<file path="src/rtl/mole_scheduler.sv">
// Whack-a-mole round sequencer: turns the rand_gen value into timed one-hot mole
// appearances, times each mole and keeps saturating hit/miss counts for a round.
module mole_scheduler #(
  parameter int NUM_HOLES   = 9,
  parameter int UP_TICKS    = 800,
  parameter int GAP_TICKS   = 300,
  parameter int ROUND_MOLES = 20,
  parameter int SCORE_W     = 8
) (
  input  logic                               clk,
  input  logic                               rst_n,
  input  logic                               start,
  input  logic                               tick,
  input  logic [4:0]                         rand_val,
  input  logic [NUM_HOLES-1:0]               hit,
  output logic [NUM_HOLES-1:0]               mole,
  output logic [SCORE_W-1:0]                 score,
  output logic [SCORE_W-1:0]                 misses,
  output logic [$clog2(ROUND_MOLES+1)-1:0]   moles_left,
  output logic                               busy,
  output logic                               done
);

  localparam int TIMER_MAX = (UP_TICKS > GAP_TICKS) ? UP_TICKS : GAP_TICKS;
  localparam int TW        = $clog2(TIMER_MAX + 1);
  localparam int LW        = $clog2(ROUND_MOLES + 1);

  typedef enum logic [1:0] {IDLE, GAP, UP, DONE} state_t;

  state_t        state;
  logic [TW-1:0] timer;
  logic [4:0]    last_hole;
  logic          last_valid;
  logic [4:0]    h_raw;
  logic [4:0]    h_pick;
  logic          mole_hit;
  logic          timed_out;

  // Pick the next hole; a repeat of the previous hole is bumped to its neighbour.
  always_comb begin
    h_raw  = rand_val % 5'(NUM_HOLES);
    h_pick = h_raw;
    if (last_valid && (h_raw == last_hole))
      h_pick = (h_raw == 5'(NUM_HOLES - 1)) ? 5'd0 : h_raw + 5'd1;
  end

  // mole is one-hot on the raised hole, so masking hit with it isolates hit[h].
  assign mole_hit  = |(hit & mole);
  assign timed_out = tick && (timer == TW'(1));

  // NOTE: reset is sampled on the clock edge (synchronous) and every state
  // register uses non-blocking assignment so all updates see pre-edge values.
  always_ff @(posedge clk) begin
    if (!rst_n) begin
      state      <= IDLE;
      mole       <= '0;
      score      <= '0;
      misses     <= '0;
      moles_left <= '0;
      busy       <= 1'b0;
      done       <= 1'b0;
      timer      <= '0;
      last_hole  <= '0;
      last_valid <= 1'b0;
    end else begin
      done <= 1'b0;
      case (state)
        IDLE: begin
          if (start) begin
            score      <= '0;
            misses     <= '0;
            moles_left <= LW'(ROUND_MOLES);
            timer      <= TW'(GAP_TICKS);
            last_valid <= 1'b0;
            busy       <= 1'b1;
            state      <= GAP;
          end
        end

        GAP: begin
          if (tick) begin
            if (timer == TW'(1)) begin
              mole       <= NUM_HOLES'(1) << h_pick;
              last_hole  <= h_pick;
              last_valid <= 1'b1;
              timer      <= TW'(UP_TICKS);
              state      <= UP;
            end else begin
              timer <= timer - TW'(1);
            end
          end
        end

        UP: begin
          if (mole_hit || timed_out) begin
            // A hit wins over a simultaneous timeout.
            if (mole_hit) begin
              if (score != '1) score <= score + SCORE_W'(1);
            end else if (misses != '1) begin
              misses <= misses + SCORE_W'(1);
            end
            mole       <= '0;
            moles_left <= moles_left - LW'(1);
            if (moles_left == LW'(1)) begin
              done  <= 1'b1;
              state <= DONE;
            end else begin
              timer <= TW'(GAP_TICKS);
              state <= GAP;
            end
          end else if (tick) begin
            timer <= timer - TW'(1);
          end
        end

        DONE: begin
          busy  <= 1'b0;
          state <= IDLE;
        end

        default: state <= IDLE;
      endcase
    end
  end

endmodule

</file>
<file path="config.mk">
export PLATFORM = sky130hd
export DESIGN_NAME = mole_scheduler
export DESIGN_NICKNAME = d
export VERILOG_FILES = /design/src/rtl/mole_scheduler.sv
export SDC_FILE = /design/constraint.sdc
export NUM_CORES = 1
export LEC_CHECK = 0
export CORE_UTILIZATION = 54
export CTS_CLUSTER_SIZE = 12
export DETAILED_ROUTE_END_ITERATION = 8
export PLACE_DENSITY = 0.89
export SKIP_LAST_GASP = 1
export SLEW_MARGIN = 40
export SYNTH_ARGS = -nofsm -noshare
export SYNTH_HDL_FRONTEND = slang
export SYNTH_SLANG_ARGS = --single-unit
</file>
<file path="constraint.sdc">
create_clock -name clk -period 7 [get_ports clk]
set_input_delay 0.7 -clock clk [delete_from_list [all_inputs] [get_ports clk]]
set_output_delay 0.7 -clock clk [all_outputs]
set_load 0.1 [all_outputs]
</file>
==> changes_impl.md, run 1 <==
## Flow update

- CTS root buf: clkbuf_8
- Internal Power: 0.000598 W
- Met1 Resource Use GR: 30.8%
- WL/cell: about 14 µm
- FP Util: 57.5%
- # Post-CTS Setup Buffers: 0
- Antenna violations before repair: 0
- Register share after synthesis: 33.3%
- Syn_nets: 410
- Total Routing Usage GR: around a quarter
- First-pass GRT wire length: 11.9 mm
- CP max-delay cell: clkdlybuf4s50_1
- Top Registers: timer (10), mole (9)
- Comb power frac: 53.1%
- ANT nets after route: 0
- Post-synth mux share: 2.66%
- Simple-Gate Fraction of Synth Area: 24.1%
- Routed vias/inst: 5.78
- Met1 WL: between 3 and 4 mm
- Max_cap viols: 0
- Critical-path cell list: clkdlybuf4s50_1 -> inv_1 -> ha_1 -> xor2_1 -> a311oi_1 -> o21a_1 -> or3_4 -> a2111oi_4 -> o21a_1 -> mux2i_1 -> o32ai_1
- Die area: 5880 µm²
- AND-OR/OR-AND Cells, Area Fraction: 22.4%
- Most frequent cells after synthesis: 50 x dfxtp_1, 50 x nor2_1, 28 x a21oi_1, 28 x inv_1, 28 x nand2_1
- Clock power share: 14.1%
- Synthesized area per cell: about 7.9 µm²
- YS chip area: 3010 µm²
- P_sw: 0.000542 W
- RSZ-0062 raised after global routing: no
- Slew HR: 56.9%
- Max reg flops: 10
- Crit. Startpoint: rand_val[1]
- Antenna cell count: 0
- Rows: 26
- Status: complete, no violations
- Min Tclk post-route: 3.97 ns
- Hold Path Cell Cnt: 2
- Core box area: 5240 µm²
- Pins Over Slew Limit: 0
- Crit-path max FO: 13
- M3 GR Usage: 3.21%
- Yosys Instances: between 300 and 400
- Dominant cell area share: 33.3%
- Total Wirelength: 6.78 mm
- Top Layer Used: met4
- Dpl cell area: approximately 3400 µm²
- PnR worst setup slack: between 3 and 4 ns
- Worst path max stage delay: around 0.7 ns
- Largest net degree at the start of global routing: 17
- Flop-to-flop setup slack: 3.92 ns
- Congestion Overflow GR: 0
- # resized after CTS: 0
- P&R area growth vs syn: 15.0%
- Most common cell on crit path: o21a_1
- YS warnings: 0
- M2 GR Usage: 43.3%
- VDD IR-drop max: 0.000343 V
- Startpoint Class: input port
- Setup Skew: 0.0125 ns
- Final hold violation count: 0
- Vias in the first global route: 2694
- Most flop-heavy register: timer
- Worst setup path end: mole[0]$_SDFFE_PN0P_
- Count of tool warnings: 32
- Reg2reg end: misses[7]$_SDFFE_PN0P_
- Final Cycle Share: between 50% and 60%
- DRT Pass-1 Iters: 4
- Clock slew at reported path FFs: 0.09 ns
- Met3 routed WL: 270 µm
- Layout cells sized above 1: 12.0%
- HP Start: mole[6]$_SDFFE_PN0P_
- Sw frac: between 40% and 50%
- Flip-flops with a built-in enable: 0
- Gr busiest metal: met2
- Gpl congestion: 0.861
- Via Count: between 2k and 3k
- Final Setup Violations: 0
- Yosys cell types: roughly 60
- PortBufs: 49
- Latency at later pin: 0.30 ns
- DRC viols: 0
- Worst slew pin tran: about 0.64 ns
- 1st-iter DRT viols: 144
- Fa+ha+maj area frac: 5.40%
- Power Density: 329 nW/µm²
- Sequential power: 0.000374 W
- Final Cell Area: between 3000 and 4000 µm²
- CP Class: in2reg
- Clock Path Buffers: 2
- Hold Path End: mole[6]$_SDFFE_PN0P_
- TritonCTS clock tree: done
- Die height: 76.7 µm
- NumNets Final: 456
- Hpwl dp: 5.17 mm
- Top cells, area: dfxtp_1 33%, nor2_1 6.2%, ha_1 5.4%
- Fmax: 0.252 GHz
- Flops after synth: 50
- Die Span X: 76.7 µm
- Lkg Pwr: 1.37 nW
- Top cells excl fill/tap: 50 x nor2_1, 50 x dfxtp_1, 32 x buf_2
- Sequential share of power: about 33%
[run 1: per-stage QoR]
stage,std cells,utilization [%]
floorplan,379,-
CTS,495,66.1
global route,495,66.1
global placement,487,67.4
finish,495,66.1
detailed placement,488,64.5
[run 1: worst max-delay path: cells and delay by family]
kind            cells  cell delay (ns)
mux                 1             0.39
buf+inv             2             0.80
compound gates      5             1.41
simple gates        1             0.38
fa+ha+maj           1             0.27
xor+xnor            1             0.19
[run 1: layout make-up]
type / instances / area (µm²) / area share (%)
multi-input combinational: 289 / 1840 / 53.1
timing repair buffer: 51 / 345 / 9.98
clock inverter: 2 / 15.0 / 0.434
tap: 70 / 87.6 / 2.53
clock buffer: 5 / 68.8 / 1.99
sequential: 50 / 1000 / 28.9
inverter: 28 / 105 / 3.04
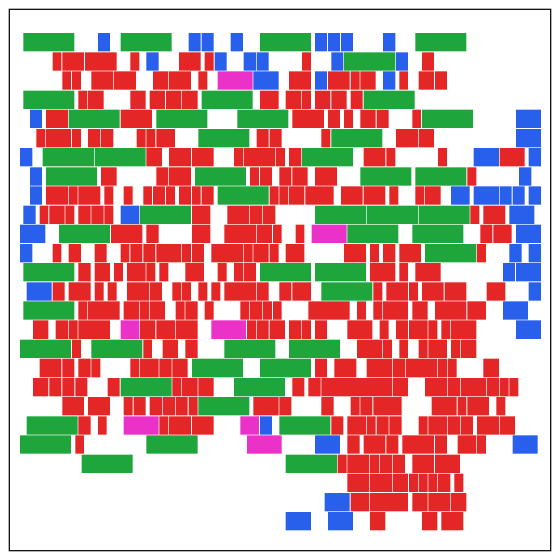
run_1/class_map.png
[remaining logic cells] red | cells: 317 | share of their area: 58%
[registers] green | cells: 50 | share of their area: 30%
[clock drivers and dummy loads] magenta | cells: 7 | share of their area: 2.5%
[remaining buffers and delay cells] blue | cells: 51 | share of their area: 10%

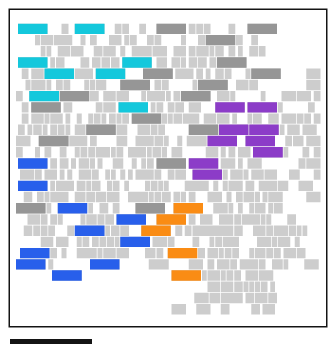
run_1/ff_map.png
Scale bar: 20 µm. Other sequential cells in the stronger grey, the rest of the logic in the fainter grey.
[last_hole] orange | placed flops: 5
[score] cyan | placed flops: 8 | where: north-west
[timer] blue | placed flops: 10
[mole] purple | placed flops: 9
not coloured: 18

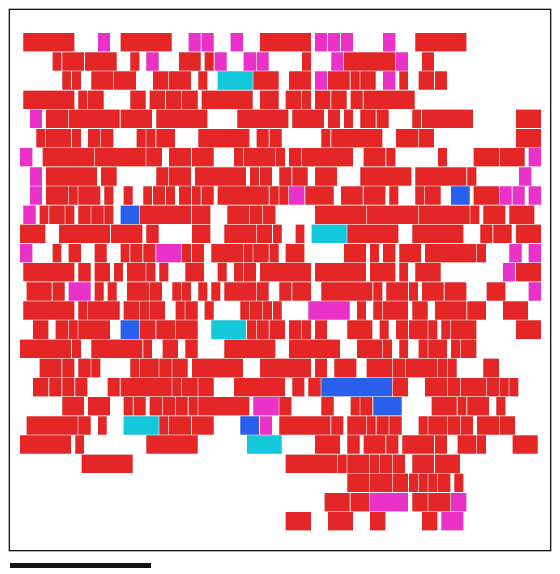
run_1/sizing.png
Scale bar: 20 µm.
[x3 and x4] blue | cells: 6
[x1 and smaller] red | cells: 374
[x6 and larger] cyan | cells: 5
[x2] magenta | cells: 40

==> run 2, diff against run 1 <==
CORE_UTILIZATION = 48   (was 54)
PLACE_DENSITY = 0.84   (was 0.89)
clock period = 3.51 ns   (was 7 ns; I/O delays follow)
==> changes_impl.md, run 2 <==
## Flow update

- Core box area: 5990 µm²
- Layout cells sized above 1: 13.4%
- # resized after CTS: 0
- M3 GR Usage: 4.49%
- Synthesized area per cell: 7.94 µm²
- Latency at later pin: 0.31 ns
- Rows: 28
- Crit end category: flop
- Dominant cell area share: 33.3%
- Worst setup path end: mole[6]$_SDFFE_PN0P_
- Cells on worst reg2reg path: 7
- Post-synth mux share: ~2.7%
- Worst slew pin tran: between 0.6 and 0.7 ns
- Area leader, netlist: dfxtp_1
- Min Hold Slack: 0.487 ns
- Clock Path Buffers: 2
- Fmax: around 0.31 GHz
- Flip-flops with a built-in enable: 0
- Lkg Pwr: 1.41 nW
- Crit-path leading delay family: AND-OR/OR-AND gates
- FP Util: 50.3%
- Yosys cell types: 61
- Hpwl dp: 5.40 mm
- VDD IR-drop max: 0.000801 V
- Vias in the first global route: approximately 2.7k
- WL/cell: 14.2 µm
- TritonCTS clock tree: done
- CTS buffer count: 5
- Max reg flops: 10
- Top Layer Used: met4
- Antenna violations before repair: 0
- Syn_nets: 410
- Status: complete, no violations
- Xor/xnor share of the synthesized area: 6.40%
- Die Span X: between 80 and 90 µm
- Congestion Overflow GR: 0
- Reg2reg end: mole[7]$_SDFFE_PN0P_
- Top Registers: timer (10), mole (9)
- Antenna cell count: 0
- Met3 routed WL: 334 µm
- Flop-to-flop setup slack: just over 0.7 ns
- PnR worst setup slack: 0.301 ns
- Final non-filler cell total: 507
- Worst path max stage delay: 0.48 ns
- First-pass GRT wire length: 11.8 mm
- Top cells, area: dfxtp_1 33%, nor2_1 6.2%, ha_1 5.4%
- P&R area growth vs syn: 16.9%
- 1st-iter DRT viols: roughly 170
- Final hold violation count: 0
- AND-OR/OR-AND Cells, Area Fraction: 22.4%
- RSZ-0062 raised after global routing: no
- Most flop-heavy register: timer
- Sink Count: 50
- YS chip area: 3010 µm²
- PortBufs: 49
- # Post-CTS Setup Buffers: 0
- HP Start: mole[2]$_SDFFE_PN0P_
- Stages on the worst setup path: 13
- Pre-CTS setup slack: 0.00975 ns
- Crit. Startpoint: rand_val[1]
- Register share after synthesis: 33.3%
- Power Total: 0.00233 W
- Total Routing Usage GR: 22.8%
- Gr busiest metal: met2
- Met2 wire len: 3.50 mm
- ANT nets after route: 0
- Die height: around 81 µm
- Crit-path max FO: 4
- Count of tool warnings: 32
- Startpoint Class: input port
- Ys async rst share: 0%
- CP arrival: around 3.4 ns
- Cells after DPL: 500
- Routed vias/inst: 5.84
- Met1 WL: between 3 and 4 mm
- Gpl congestion: a little over 0.9
- Dominant comb cell: simple AND/OR/NAND/NOR gates
- Total Wirelength: 7.20 mm
- Max_cap viols: 0
- Dpl cell area: 3440 µm²
- Met1 Resource Use GR: 27.5%
- CTS root buf: clkbuf_8
- I/O Pins: ~50
- Final Cell Area: ~3500 µm²
- CP Class: in2reg
- Hold Path Cell Cnt: 2
- Simple-Gate Fraction of Synth Area: 24.1%
- Via Count: 2963
- DRT Pass-1 Iters: 4
- Hold Path End: mole[2]$_SDFFE_PN0P_
- Main synth FF type: dfxtp_1
- Final Cycle Share: 91.4%
- Min Tclk post-route: 3.21 ns
- Largest net degree at the start of global routing: 18
- M2 GR Usage: 39.2%
- Buffers & Inverters on Critical Path: 3
- # H-tree levels: 2
- # hold bufs at CTS: 0
- Pins Over Slew Limit: 0
- Fa+ha+maj area frac: 5.40%
- Final design utilization: 58.8%
- Reg-to-reg critical path startpoint: timer[5]$_SDFFE_PN0P_
- YS warnings: 0
- Critical-path cell list: clkdlybuf4s50_1 -> inv_1 -> ha_1 -> a22o_1 -> a221o_1 -> a21oi_1 -> xnor2_1 -> inv_1 -> ha_1 -> nand2b_1 -> o211a_1 -> o22a_1 -> o32ai_1
- Top cells excl fill/tap: 50 x nor2_1, 50 x dfxtp_1, 32 x buf_2
- Yosys Instances: 379
- Power Density: 661 nW/µm²
- Flops after synth: 50
- Slew HR: a little under three fifths
- Cells after Synth: 379
- Die area: roughly 6600 µm²
- NumNets Final: 463
- DRC viols: 0
- Most frequent cells after synthesis: 50 x dfxtp_1, 50 x nor2_1, 28 x a21oi_1, 28 x inv_1, 28 x nand2_1
- Final Setup Violations: 0
- Critical Path RT: 3.73 ns
- Setup_tns: 0 ns
- CP max-delay cell: clkdlybuf4s50_1
- Clock slew at reported path FFs: 0.09 ns
## run 2: where the power goes
part           total, W  leakage (nW)  switching (W)  internal [W]
logic           0.00125         0.965       0.000830      0.000418
clock network  0.000332        0.0362       0.000196      0.000136
registers      0.000748         0.406      0.0000954      0.000652
total           0.00233          1.41        0.00112       0.00121
## run 2: final cells by class
type | count | area (µm²) | share of cell area (%)
Clock buffer | 5 | 68.8 | 1.96
Clock inverter | 2 | 15.0 | 0.427
Inverter | 28 | 105 | 2.99
Multi-Input combinational cell | 289 | 1840 | 52.2
Sequential cell | 50 | 1000 | 28.4
Tap cell | 75 | 93.8 | 2.67
Timing Repair Buffer | 58 | 398 | 11.3
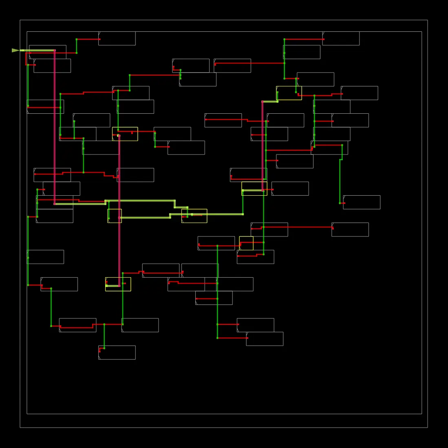
run_2/clock_nets.png
clk pwr: 0.000332 W
flop count: 50
Setup Skew: 0.0104 ns

Power is estimated from default activity; no workload was simulated.
